$ cat src/rtl/fetch_sequencer.sv
// Fetch-stage sequencer: issues credit-limited instruction fetches, buffers in-order
// responses tagged with their PC, and discards stale responses after a redirect.
module fetch_sequencer #(
  parameter int                  ADDR_LEN  = 32,
  parameter int                  INSN_LEN  = 32,
  parameter logic [ADDR_LEN-1:0] RESET_PC  = '0,
  parameter int                  BUF_DEPTH = 2
) (
  input  logic                clk_i,
  input  logic                reset_i,
  output logic                imem_req_o,
  output logic [ADDR_LEN-1:0] imem_addr_o,
  input  logic                imem_gnt_i,
  input  logic                imem_rvalid_i,
  input  logic [INSN_LEN-1:0] imem_rdata_i,
  input  logic                redirect_i,
  input  logic [ADDR_LEN-1:0] redirect_pc_i,
  output logic                if_valid_o,
  input  logic                if_ready_i,
  output logic [ADDR_LEN-1:0] if_pc_o,
  output logic [INSN_LEN-1:0] if_inst_o
);

  localparam int PW = $clog2(BUF_DEPTH);
  localparam int CW = $clog2(BUF_DEPTH + 1);
  localparam logic [CW:0]         DEPTH_CNT  = BUF_DEPTH[CW:0];
  localparam logic [ADDR_LEN-1:0] ALIGN_MASK = {{(ADDR_LEN-2){1'b1}}, 2'b00};

  typedef enum logic [1:0] {BOOT, RUN, DRAIN} state_e;

  state_e              state_q, state_d;
  logic [ADDR_LEN-1:0] fetch_pc_q, fetch_pc_d;
  logic [CW-1:0]       outstanding_q, outstanding_d;
  logic [CW-1:0]       occupancy_q, occupancy_d;
  logic [PW-1:0]       pcq_wr_q, pcq_rd_q, buf_wr_q, buf_rd_q;
  logic [ADDR_LEN-1:0] hold_pc_q;
  logic [INSN_LEN-1:0] hold_inst_q;

  logic [ADDR_LEN-1:0] pcq_mem  [BUF_DEPTH];
  logic [ADDR_LEN-1:0] buf_pc   [BUF_DEPTH];
  logic [INSN_LEN-1:0] buf_inst [BUF_DEPTH];

  logic        buf_empty, grant, accept_rsp, rsp_dec, pop;
  logic [CW:0] credit_used;

  // In-flight fetches plus buffered entries share one credit pool, so the buffer never overflows.
  assign buf_empty   = (occupancy_q == '0);
  assign credit_used = {1'b0, outstanding_q} + {1'b0, occupancy_q};
  assign imem_req_o  = (state_q == RUN) && !redirect_i && (credit_used < DEPTH_CNT);
  assign imem_addr_o = fetch_pc_q;
  assign grant       = imem_req_o && imem_gnt_i;
  assign accept_rsp  = imem_rvalid_i && (state_q == RUN) && !redirect_i;
  assign rsp_dec     = imem_rvalid_i && (outstanding_q != '0);

  assign if_valid_o = !buf_empty && !redirect_i;
  assign pop        = if_valid_o && if_ready_i;
  assign if_pc_o    = buf_empty ? hold_pc_q   : buf_pc[buf_rd_q];
  assign if_inst_o  = buf_empty ? hold_inst_q : buf_inst[buf_rd_q];

  always_comb begin
    // NOTE: every signal written here gets a default first, so no path can infer a latch.
    state_d       = state_q;
    fetch_pc_d    = fetch_pc_q;
    outstanding_d = outstanding_q + CW'(grant) - CW'(rsp_dec);
    occupancy_d   = redirect_i ? '0 : occupancy_q + CW'(accept_rsp) - CW'(pop);

    if (grant) fetch_pc_d = fetch_pc_q + ADDR_LEN'(4);
    if (redirect_i) fetch_pc_d = redirect_pc_i & ALIGN_MASK;

    unique case (state_q)
      BOOT:    state_d = RUN;
      RUN:     if (redirect_i) state_d = (outstanding_d != '0) ? DRAIN : RUN;
      DRAIN:   state_d = (outstanding_d != '0) ? DRAIN : RUN;
      default: state_d = BOOT;
    endcase
  end

  // NOTE: state registers use non-blocking assignments so every flop samples pre-edge values.
  always_ff @(posedge clk_i or negedge reset_i) begin
    if (!reset_i) begin
      state_q       <= BOOT;
      fetch_pc_q    <= RESET_PC;
      outstanding_q <= '0;
      occupancy_q   <= '0;
      pcq_wr_q      <= '0;
      pcq_rd_q      <= '0;
      buf_wr_q      <= '0;
      buf_rd_q      <= '0;
      hold_pc_q     <= '0;
      hold_inst_q   <= '0;
    end else begin
      state_q       <= state_d;
      fetch_pc_q    <= fetch_pc_d;
      outstanding_q <= outstanding_d;
      occupancy_q   <= occupancy_d;
      if (redirect_i) begin
        pcq_rd_q <= pcq_wr_q;
        buf_rd_q <= buf_wr_q;
      end else begin
        if (grant) pcq_wr_q <= pcq_wr_q + PW'(1);
        if (accept_rsp) begin
          pcq_rd_q <= pcq_rd_q + PW'(1);
          buf_wr_q <= buf_wr_q + PW'(1);
        end
        if (pop) buf_rd_q <= buf_rd_q + PW'(1);
      end
      // Track the presented head so the outputs hold steady once the buffer empties.
      if (!buf_empty) begin
        hold_pc_q   <= buf_pc[buf_rd_q];
        hold_inst_q <= buf_inst[buf_rd_q];
      end
    end
  end

  // NOTE: storage arrays are not reset; pointers and occupancy alone decide what is valid.
  always_ff @(posedge clk_i) begin
    if (grant) pcq_mem[pcq_wr_q] <= fetch_pc_q;
    if (accept_rsp) begin
      buf_pc[buf_wr_q]   <= pcq_mem[pcq_rd_q];
      buf_inst[buf_wr_q] <= imem_rdata_i;
    end
  end

endmodule
$ cat config.mk
export PLATFORM = sky130hd
export DESIGN_NAME = fetch_sequencer
export DESIGN_NICKNAME = d
export VERILOG_FILES = /design/src/rtl/fetch_sequencer.sv
export SDC_FILE = /design/constraint.sdc
export NUM_CORES = 1
export LEC_CHECK = 0
export ABC_AREA = 1
export CAP_MARGIN = 20
export CELL_PAD_IN_SITES_DETAIL_PLACEMENT = 1
export CELL_PAD_IN_SITES_GLOBAL_PLACEMENT = 2
export CORE_MARGIN = 2
export CORE_UTILIZATION = 32
export CTS_CLUSTER_DIAMETER = 80
export DETAILED_ROUTE_END_ITERATION = 10
export HOLD_SLACK_MARGIN = 0.08
export PLACE_DENSITY = 0.81
export SYNTH_ARGS = -nofsm -noshare
export SYNTH_HDL_FRONTEND = slang
export SYNTH_SLANG_ARGS = --single-unit
$ cat constraint.sdc
create_clock -name clk_i -period 3.86 [get_ports clk_i]
set_input_delay 0.772 -clock clk_i [delete_from_list [all_inputs] [get_ports clk_i]]
set_output_delay 0.772 -clock clk_i [all_outputs]
set_load 0.01 [all_outputs]
### Local utilization

The die is cut into 20 by 20 equal tiles; white is low, dark blue is high, 0 to 100% covered.
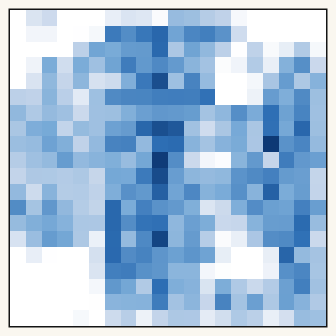
fullest tile = 97%
nearly empty tiles = 15%
mean over tiles = 38%
emptiest ninth of the die = bottom left

==> qor.csv <==
stage,metric,value,unit
outcome,outcome,"finished, final reports clean",
logic_synthesis,async set-or-reset flop fraction in the synthesized netlist,36.1,%
route,1st-iter DRT viols,262,
die,IO Pins,168,
route,wire length reported by the detailed router,29900,microns
power,combinational gate power,3.13,mW
logic_synthesis,cell area after synthesis,11800,sq um
logic_synthesis,yosys cell count,1076,
cells_and_area,area growth from synthesis to layout,28.3,%
critical_path,cell at the slowest stage of the critical path,sky130_fd_sc_hd__dfrtp_4,
route,Met3 Routed Length,1850,microns
power,combinational power share,29.5,%
power,worst vdd rail ir drop,275,uV
critical_path,"reg-to-reg slack, setup",1.37,ns
cells_and_area,share of cell area taken by flip-flops and latches,53.5,%
timing,Hold Slack,0.319,ns
global_routing,global-route wire length before repair,47500,microns
logic_synthesis,Cell area leaders,"sky130_fd_sc_hd__edfxtp_1 47%, sky130_fd_sc_hd__dfrtp_1 22%, sky130_fd_sc_hd__nand2_1 9.8%",
route,met2 wire len,13800,microns
cts,number of clock buffers inserted by TritonCTS,31,
route,residual antenna-violating net count after detailed routing,0,
place,instance area at placement,14100,sq um
die,horizontal die size,196,microns
critical_path,Worst path depth,4,
power,Static Leakage,6.15,nW
cts,clock-pin slew on the worst setup and hold paths,0.06,ns
cells_and_area,summed area of non-filler cells in the final layout,15200,sq um
logic_synthesis,gate count after technology mapping,1076,
cells_and_area,Comb gate area,3050,sq um
timing,fin. max-slew vios,0,
logic_synthesis,Top logic family,simple AND/OR/NAND/NOR gates,
route,number of detailed-routing iterations run before antenna repair,4,
cells_and_area,logic gate fraction of the total cell area,20.1,%
critical_path,kind of launch point of the worst setup path,register,
die,Die Size,38600,sq um
critical_path,Critical path origin,buf_rd_q,
power,Cell Int Power,7.34,mW
die,row count,70,
timing,shortest period the worst path allows,3.59,ns
logic_synthesis,multiplexer share of the synthesized area,2.85,%
cells_and_area,number of diodes,1,
global_routing,most congested layer reported by global routing,met2,
logic_synthesis,count of cell types in the netlist,35,
power,total power density per cell area,700,nW/um^2
logic_synthesis,most repeated cell in the gate-level netlist after synthesis,sky130_fd_sc_hd__nand2_1,
critical_path,"delay-heaviest family, CP",flip-flops,
timing,final cycle utilization of the critical path,92.9,%
cells_and_area,combinational gate count,622,
global_routing,largest net degree at the start of global routing,79,
cts,Root Buffer,sky130_fd_sc_hd__clkbuf_16,
global_routing,M1 GR Usage,21.0,%
power,switching power,3.29,mW
cells_and_area,dominant logic cell types in the final layout,"310 x sky130_fd_sc_hd__nand2_1, 184 x sky130_fd_sc_hd__edfxtp_1, 162 x sky130_fd_sc_hd__clkdlybuf4s50_1",
route,via count of the routed design,7988,
cts,CTS Hold Bufs,0,
cells_and_area,clk cell area share,7.27,%
logic_synthesis,Avg Inst Size Synth,11.0,sq um
critical_path,Critical path destination,if_inst_o[9],
flow_run,max-cap check violation count,0,
logic_synthesis,area reported by Yosys stat,11800,sq um
critical_path,Bufs and invs on worst path,2,
cells_and_area,number of clock-tree buffers in the layout,32,
logic_synthesis,leading area contributor after synthesis,sky130_fd_sc_hd__edfxtp_1,
cells_and_area,biggest regs,"buf_inst x64, buf_pc x60, pcq_mem x60",
critical_path,R2R Path End,state_q[0],
critical_path,number of cells on the worst reg-to-reg path,17,
die,Vert. Die Dim,196,microns
power,Largest Pwr Group,registers,
cts,"buffers from clock root to sink, at most",3,
global_routing,"Remaining Overflow, GRT",0,
place,cell count after placement,1681,
power,post-layout power,10.6,mW
logic_synthesis,"area fraction in full adders, half adders and majority gates",1.01,%
cts,Setup Buffers After CTS,0,
power,share of power burned in the clock network,29.9,%
power,power attributed to the clock group,3.18,mW
route,drt via density,4.59,
timing,worst slew pin tran,0.879,ns
critical_path,data required time of the worst path,3.09,ns
min_path,worst min-delay path category,input pin to async pin,
global_routing,vias in the first global route,8576,
cells_and_area,number of flip-flops and latches,288,
cts,clock tree sinks,288,
place,# port buffers,163,
power,switching power share of the total,30.9,%
cts,TritonCTS clock tree,built,
route,Max Used Layer,met4,
timing,final worst setup slack,0.274,ns
global_routing,number of antenna violations at the first check in global routing,1,
cells_and_area,"Non-clock buffers, area share",12.1,%
timing,final clock skew,0.0117,ns
logic_synthesis,count of yosys warnings during synthesis,0,
flow_run,warning total across the stage logs,31,
logic_synthesis,"XOR Share, Synth",1.04,%
cts,htree depth,1,
global_routing,aggregate global-route resource usage,15.6,%
timing,peak clock frequency supported by timing,0.279,GHz
timing,unrepaired setup endpoints after global routing,false,
timing,number of endpoints with negative hold slack in the final report,0,
cells_and_area,register with the most flip-flops,buf_inst,
critical_path,data arrival time of the critical path,2.81,ns
die,TAP cells,468,
logic_synthesis,"FF+latch count, synth",288,
timing,Final Setup Violations,0,
logic_synthesis,number of flops mapped to enable cells by yosys,184,
cells_and_area,count of plain and timing-repair buffers in the layout,178,
logic_synthesis,Post-synth seq share,68.6,%
critical_path,longest individual stage delay on the worst path,0.91,ns
critical_path,crit path max fanout,78,
cells_and_area,proportion of layout cells with a drive suffix above 1,8.82,%
logic_synthesis,Post-Synth AOI/OAI Area,6.79,%
cts,total of cells resized after clock tree synthesis,0,
critical_path,worst-path cell chain,buf_12 -> o21ai_0 -> o21ai_0 -> clkdlybuf4s50_1,
cells_and_area,tally of non-filler cells in the final layout,1739,
logic_synthesis,commonest cells in the netlist,"310 x sky130_fd_sc_hd__nand2_1, 184 x sky130_fd_sc_hd__edfxtp_1, 137 x sky130_fd_sc_hd__o21ai_0, 121 x sky130_fd_sc_hd__inv_1, 104 x sky130_fd_sc_hd__dfrtp_1",
power,register share of total power,40.7,%
global_routing,met3 track demand over resource,2.98,%
timing,worst relative slew slack,41.4,%
route,met1 WL,13700,microns
die,core region area,36500,sq um
cells_and_area,"Largest area class, layout",flip-flops and latches,
critical_path,Worst path most repeated cell,sky130_fd_sc_hd__o21ai_0,
cells_and_area,filler cell count in the final layout,3978,
route,DRC violation count after routing,0,
global_routing,GRT met2 Usage,26.5,%
logic_synthesis,leading register cell type out of synthesis,sky130_fd_sc_hd__edfxtp_1,
cells_and_area,layout inverter count without the clock tree,125,
timing,sum of negative setup slack,0,ns
logic_synthesis,Basic Gates by Area,13.8,%
power,power in sequential cells,4.32,mW
cells_and_area,NumNets Final,1325,
critical_path,crit path kind,register to output pin,
critical_path,CP endpoint kind,output pin,
place,HPWL after detailed placement,20100,microns
cells_and_area,area taken by flip-flops and latches,8130,sq um
critical_path,Reg-to-Reg Start,occupancy_q[0],
place,routability cong.,0.809,
die,share of the core filled by cells before placement,32.4,%
cts,later-pin clock latency in the skew report,0.55,ns
cells_and_area,number of flip-flops in the largest register,64,
### The metal 3 layer

The bar under the picture is 50 microns long.
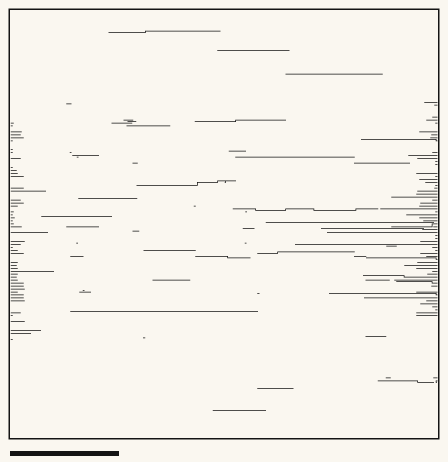
main direction = horizontal
wire length on this layer = 1850 microns
share of all routed wire = 6.2%
longest straight run = 85.8 microns

No activity file was given, so power comes from the tool's default toggle rates.
